## config.mk

```make
export PLATFORM = sky130hd
export DESIGN_NAME = ex_mem_pipeline_register
export DESIGN_NICKNAME = d
export VERILOG_FILES = /design/src/rtl/ex_mem_pipeline_register.sv
export SDC_FILE = /design/constraint.sdc
export NUM_CORES = 1
export LEC_CHECK = 0
export CAP_MARGIN = 15
export CORE_MARGIN = 3
export CORE_UTILIZATION = 43
export DETAILED_ROUTE_END_ITERATION = 8
export DONT_BUFFER_PORTS = 1
export PLACE_DENSITY = 0.68
export SYNTH_ARGS = -nofsm -noshare
export SYNTH_HDL_FRONTEND = slang
export SYNTH_SLANG_ARGS = --single-unit
```

## constraint.sdc

```tcl
create_clock -name clock -period 1.6 [get_ports clock]
set_input_delay 0.32 -clock clock [delete_from_list [all_inputs] [get_ports clock]]
set_output_delay 0.32 -clock clock [all_outputs]
set_load 0.05 [all_outputs]
```

## src/rtl/ex_mem_pipeline_register.sv

```systemverilog
// EX/MEM pipeline register with a 2-entry skid buffer behind a valid/ready handshake.
// The main slot drives mem_* directly. ex_ready is a flop, so no ready path runs through combinationally.
module ex_mem_pipeline_register #(
  parameter int DATA_W     = 8,
  parameter int REG_ADDR_W = 5,
  parameter int CTRL_W     = 4
) (
  input  logic                  clock,
  input  logic                  reset_n,
  input  logic                  flush,
  input  logic                  ex_valid,
  output logic                  ex_ready,
  input  logic [DATA_W-1:0]     ex_data_top,
  input  logic [DATA_W-1:0]     ex_data_bot,
  input  logic [REG_ADDR_W-1:0] ex_rd_top,
  input  logic [REG_ADDR_W-1:0] ex_rd_bot,
  input  logic [CTRL_W-1:0]     ex_ctrl,
  output logic                  mem_valid,
  input  logic                  mem_ready,
  output logic [DATA_W-1:0]     mem_data_top,
  output logic [DATA_W-1:0]     mem_data_bot,
  output logic [REG_ADDR_W-1:0] mem_rd_top,
  output logic [REG_ADDR_W-1:0] mem_rd_bot,
  output logic [CTRL_W-1:0]     mem_ctrl
);

  typedef enum logic [1:0] {
    EMPTY = 2'd0,
    ONE   = 2'd1,
    TWO   = 2'd2
  } state_t;

  typedef struct packed {
    logic [DATA_W-1:0]     data_top;
    logic [DATA_W-1:0]     data_bot;
    logic [REG_ADDR_W-1:0] rd_top;
    logic [REG_ADDR_W-1:0] rd_bot;
    logic [CTRL_W-1:0]     ctrl;
  } slot_t;

  state_t state, state_next;
  slot_t  main_q, main_next;
  slot_t  skid_q, skid_next;
  slot_t  in_slot;
  logic   accept;
  logic   issue;

  assign in_slot = '{data_top: ex_data_top, data_bot: ex_data_bot,
                     rd_top: ex_rd_top, rd_bot: ex_rd_bot, ctrl: ex_ctrl};

  assign mem_valid = (state != EMPTY);
  assign accept    = ex_valid & ex_ready;
  assign issue     = mem_valid & mem_ready;

  // NOTE: every always_comb output gets a default first, so no path leaves one unassigned (no latch).
  always_comb begin
    state_next = state;
    main_next  = main_q;
    skid_next  = skid_q;
    case (state)
      EMPTY: begin
        if (accept) begin
          state_next = ONE;
          main_next  = in_slot;
        end
      end
      ONE: begin
        if (accept && issue) begin
          main_next = in_slot;
        end else if (accept) begin
          state_next = TWO;
          skid_next  = in_slot;
        end else if (issue) begin
          state_next = EMPTY;
        end
      end
      TWO: begin
        if (issue) begin
          state_next = ONE;
          main_next  = skid_q;
        end
      end
      default: state_next = EMPTY;
    endcase
    // A flush drops whatever was accepted this cycle. Slot contents may go stale.
    if (flush) state_next = EMPTY;
  end

  // NOTE: sequential state uses non-blocking assignments only, so every flop samples pre-edge values.
  always_ff @(posedge clock) begin
    if (!reset_n) begin
      state    <= EMPTY;
      // NOTE: data slots are cleared on reset because the outputs must read zero after reset.
      main_q   <= '0;
      skid_q   <= '0;
      ex_ready <= 1'b1;
    end else begin
      state    <= state_next;
      main_q   <= main_next;
      skid_q   <= skid_next;
      ex_ready <= (state_next != TWO);
    end
  end

  assign mem_data_top = main_q.data_top;
  assign mem_data_bot = main_q.data_bot;
  assign mem_rd_top   = main_q.rd_top;
  assign mem_rd_bot   = main_q.rd_bot;
  assign mem_ctrl     = main_q.ctrl & {CTRL_W{mem_valid}};

endmodule
```

**Run 1: M1 wires**

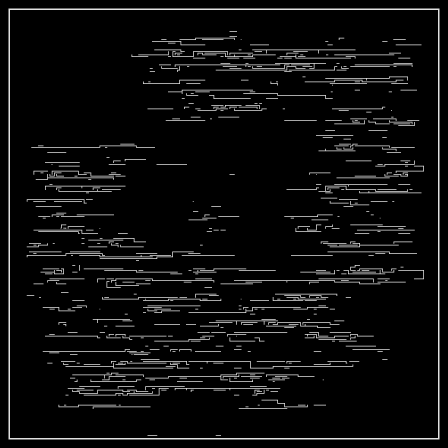
nets with wire on the layer	307
wire length on this layer	2300 microns
share of all routed wire	43%
main direction	horizontal

**Run 1: signal wires on met2**

The bar under the picture is 20 microns long. Cells faint in the background.
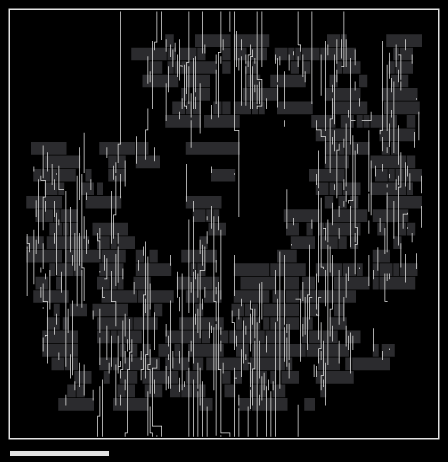
wire length on this layer	2530 microns
nets with wire on the layer	248

==> flow_metrics.tcl, run 1 <==
# place-and-route summary
set metrics [dict create \
    detailedPlace.worstSlack_ns 0.187 \
    tritoncts_clock_tree "built" \
    cp_data_required_time_ns 1.28 \
    fillers 583 \
    seqCellArea_sq_um 1270 \
    status "finished, final reports clean" \
    synth-xor-area-share_pct 0 \
    holdBufCountCts 0 \
    num_rows 28 \
    setup-violations-final 0 \
    netlist_top_cells_area "sky130_fd_sc_hd__dfxtp_1, sky130_fd_sc_hd__mux2i_1, sky130_fd_sc_hd__nand2_1" \
    vdd_ir_drop_max_mv 0.705 \
    synth.yosys.seq_area_share_pct 45.4 \
    area_taken_by_multi_input_logic_gates_sq_um 1220 \
    fin_nets 326 \
    critPathSlowestCell "sky130_fd_sc_hd__dfxtp_4" \
    layout_top_cell_excl_fill_tap "sky130_fd_sc_hd__nand2_1" \
    cts-htree-levels 3 \
    clk_root_buffer_cell "sky130_fd_sc_hd__clkbuf_8" \
    floorplan.core_util_pct 45.6 \
    detail-route-antenna-nets 0 \
    fin_worst_hold_slack_ns 0.0379 \
    grt_pass1_wl_microns 8920 \
    async_reset_ff_share_pct 0 \
    power_leakage_nw 1.27 \
    mappedNetlistNets 350 \
    chipWidth_microns 86.4 \
    net_switching_power_uw 965 \
    grt_setup_unrepaired "false" \
]
**Run 1: M3 wires**

The bar under the picture is 20 microns long.
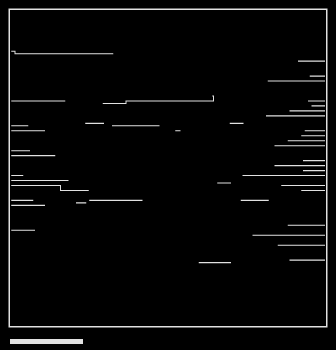
main direction	horizontal
longest straight run	26.7 microns
share of all routed wire	8.2%
wire length on this layer	436 microns

[run 1: registers in the layout, summed over array words and instances, names as in the netlist]
register,flops
mem_data_top,8
main_q,4
state,2
mem_data_bot,8
skid_q,30
mem_rd_top,5
ex_ready,1
mem_rd_bot,5
[run 1: logic make-up (layout without fill, tap and decap cells)]
logic type | after synthesis | after routing
mux | 31 | 31
flops | 63 | 63
buf+inv | 51 | 32
simple gates | 76 | 76
compound gates | 94 | 94
[run 1: worst paths after layout]
check | from | end | cells after the start
max | state[1] | mem_ctrl[3] | 3
min | mem_ready | state[1] | 1
max reg2reg | ex_ready | skid_q[25] | 5
min reg2reg | skid_q[11] | skid_q[11] | 2
[run 1: worst register-to-register path, stage by stage (launching register included)]
cell                       delay [ns]
sky130_fd_sc_hd__dfxtp_2         0.32
sky130_fd_sc_hd__nand2_1         0.16
sky130_fd_sc_hd__or3_1           0.43
sky130_fd_sc_hd__buf_4           0.22
sky130_fd_sc_hd__nand2_1         0.09
sky130_fd_sc_hd__a21boi_1        0.07
[run 1: through the flow]
stage | cells | total power [mW] | instance area [sq um] | util, %
global route | 371 | 3.80 | 2970 | 48.6
CTS | 371 | 3.68 | 2960 | 48.5
finish | 371 | 3.63 | 2970 | 48.6
global placement | 355 | 2.14 | 2730 | 44.8
floorplan | 315 | 2.17 | 2780 | -
detailed placement | 355 | 2.14 | 2730 | 44.8
[run 1: layer usage]
metal	wire, microns	global-route usage (%)	up-vias
li1	-	-	999
met1	2300	18.4	887
met2	2530	23.4	48
met3	436	5.99	9
met4	87	7.65	0
met5	0	0	-
[run 1: final cells by class]
class,count,area share [%]
inverters,2,0.253
flip-flops and latches,63,42.7
clock inverters,5,2.74
well taps,75,3.16
repair buffers,14,5.23
multi-input cells,201,41.1
clock buffers,11,4.77
==> inputs of run 2 (changes only) <==
--- a/config.mk
+++ b/config.mk
@@ -6,11 +6,15 @@
 export NUM_CORES = 1
 export LEC_CHECK = 0
 export CAP_MARGIN = 15
+export CELL_PAD_IN_SITES_DETAIL_PLACEMENT = 0
+export CELL_PAD_IN_SITES_GLOBAL_PLACEMENT = 1
 export CORE_MARGIN = 3
 export CORE_UTILIZATION = 43
 export DETAILED_ROUTE_END_ITERATION = 8
 export DONT_BUFFER_PORTS = 1
-export PLACE_DENSITY = 0.68
+export PLACE_DENSITY = 0.83
+export SKIP_CTS_REPAIR_TIMING = 1
 export SYNTH_ARGS = -nofsm -noshare
 export SYNTH_HDL_FRONTEND = slang
 export SYNTH_SLANG_ARGS = --single-unit
+export TNS_END_PERCENT = 20
**Run 2: M1 wires**

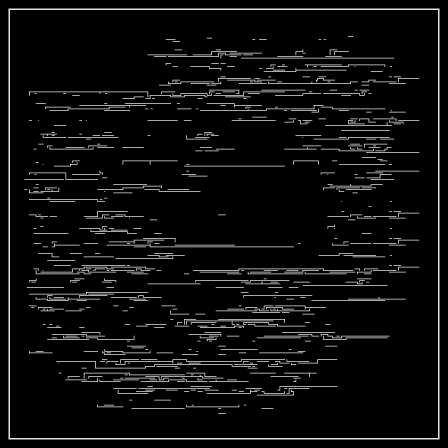
longest straight run	30.8 microns
share of all routed wire	45%
nets with wire on the layer	313
main direction	horizontal

==> flow_metrics.tcl, run 2 <==
# place-and-route summary
set metrics [dict create \
    status "finished, final reports clean" \
    net_switching_power_uw 960 \
    layout_top_cell_excl_fill_tap "sky130_fd_sc_hd__nand2_1" \
    fin_nets 328 \
    worstHoldStart "mem_ready" \
    floorplan.core_util_pct 45.6 \
    cts-htree-levels 3 \
    grt_setup_unrepaired "false" \
    chipWidth_microns 86.4 \
    worst_hold_path.num_cells 1 \
    cell_types_with_the_highest_counts_after_synthesis "sky130_fd_sc_hd__dfxtp_1, sky130_fd_sc_hd__nand2_1, sky130_fd_sc_hd__mux2i_1" \
    clock_latency_ns 0.33 \
    timing.critical_path.from "state[1]" \
    clk_root_buffer_cell "sky130_fd_sc_hd__clkbuf_8" \
    power_leakage_nw 1.26 \
    critPathKind "reg -> out" \
    async_reset_ff_share_pct 0 \
    fin_worst_hold_slack_ns 0.0477 \
    detailedPlace.worstSlack_ns 0.0955 \
    p_comb_share_pct 6.4 \
    worst-r2r-cell-count 5 \
    grt_pass1_wl_microns 8770 \
    synth_dominant_cell_count "sky130_fd_sc_hd__dfxtp_1" \
    setup-violations-final 0 \
    largest_register_ffs 30 \
    cp_data_required_time_ns 1.28 \
    netlist_top_cells_area "sky130_fd_sc_hd__dfxtp_1, sky130_fd_sc_hd__mux2i_1, sky130_fd_sc_hd__nand2_1" \
    synth.yosys.seq_area_share_pct 45.4 \
    tritoncts_clock_tree "built" \
    worst_r2r_startpoint "ex_ready" \
    power_attributed_to_combinational_cells_uw 226 \
    sinks_on_the_clock_net 63 \
    detailed_place_hpwl_microns 3610 \
    cellInternalPower_mw 2.55 \
    chip_area_sq_um 7470 \
    largest_register "skid_q" \
    mappedNetlistNets 350 \
    detail-route-antenna-nets 0 \
    num_rows 28 \
    worst_setup_path_start_kind "flip-flop" \
]
**Run 2: M3 wires**

The bar under the picture is 20 microns long.
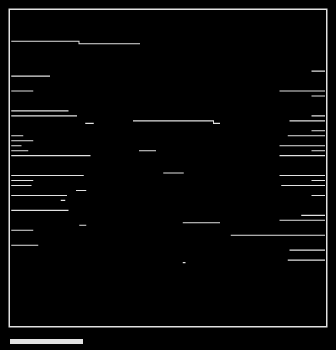
main direction	horizontal
share of all routed wire	7.6%

run 2: cell type report:
cell class | count | area, sq um
sequential | 63 | 1270
multi-input combinational | 201 | 1220
inverter | 2 | 7.51
clock inverter | 5 | 56.3
tap | 75 | 93.8
fill | 595 | 3170
timing repair buffer | 16 | 133
clock buffer | 11 | 151
run 2: path summary, 6_finish.rpt:
check	endpoint
worst max-delay path	mem_ctrl[3]
worst min-delay path	state[1]
worst max register to register	mem_data_bot[6]
worst min register to register	skid_q[15]
run 2: cells by family after synthesis:
group / synth area share, %
AND-OR/OR-AND: 20.7
buffers and inverters: 11.3
flip-flops: 45.4
multiplexers: 11.2
AND/OR/NAND/NOR: 11.4
run 2: metrics by stage:
stage          cells  total power, mW  setup TNS [ns]  util (%)  area (sq um)
2_1_floorplan    315             2.17               0         -          2780
3_3_place_gp     357             2.14               0      44.4          2710
3_5_place_dp     357             2.14               0      44.4          2710
4_1_cts          373             3.56           -1.12      47.8          2920
5_1_grt          373             3.67               0      48.0          2930
6_report         373             3.51               0      48.0          2930
run 2: critical path, stage by stage, from the launching register on:
cell                      delay, ns
sky130_fd_sc_hd__dfxtp_4       0.43
sky130_fd_sc_hd__nor2_4        0.08
sky130_fd_sc_hd__nor2b_1       0.15
sky130_fd_sc_hd__buf_4         0.22
run 2: metal layers:
metal  global-route usage [%]  vias to the layer above  wire length, microns
met3                     6.46                        8                   413
met1                     18.6                      891                  2430
met2                     23.1                       47                  2520
met4                     6.80                        0                    81
met5                        0                        -                     0
li1                         -                     1002                     -
Power is estimated from default activity; no workload was simulated.
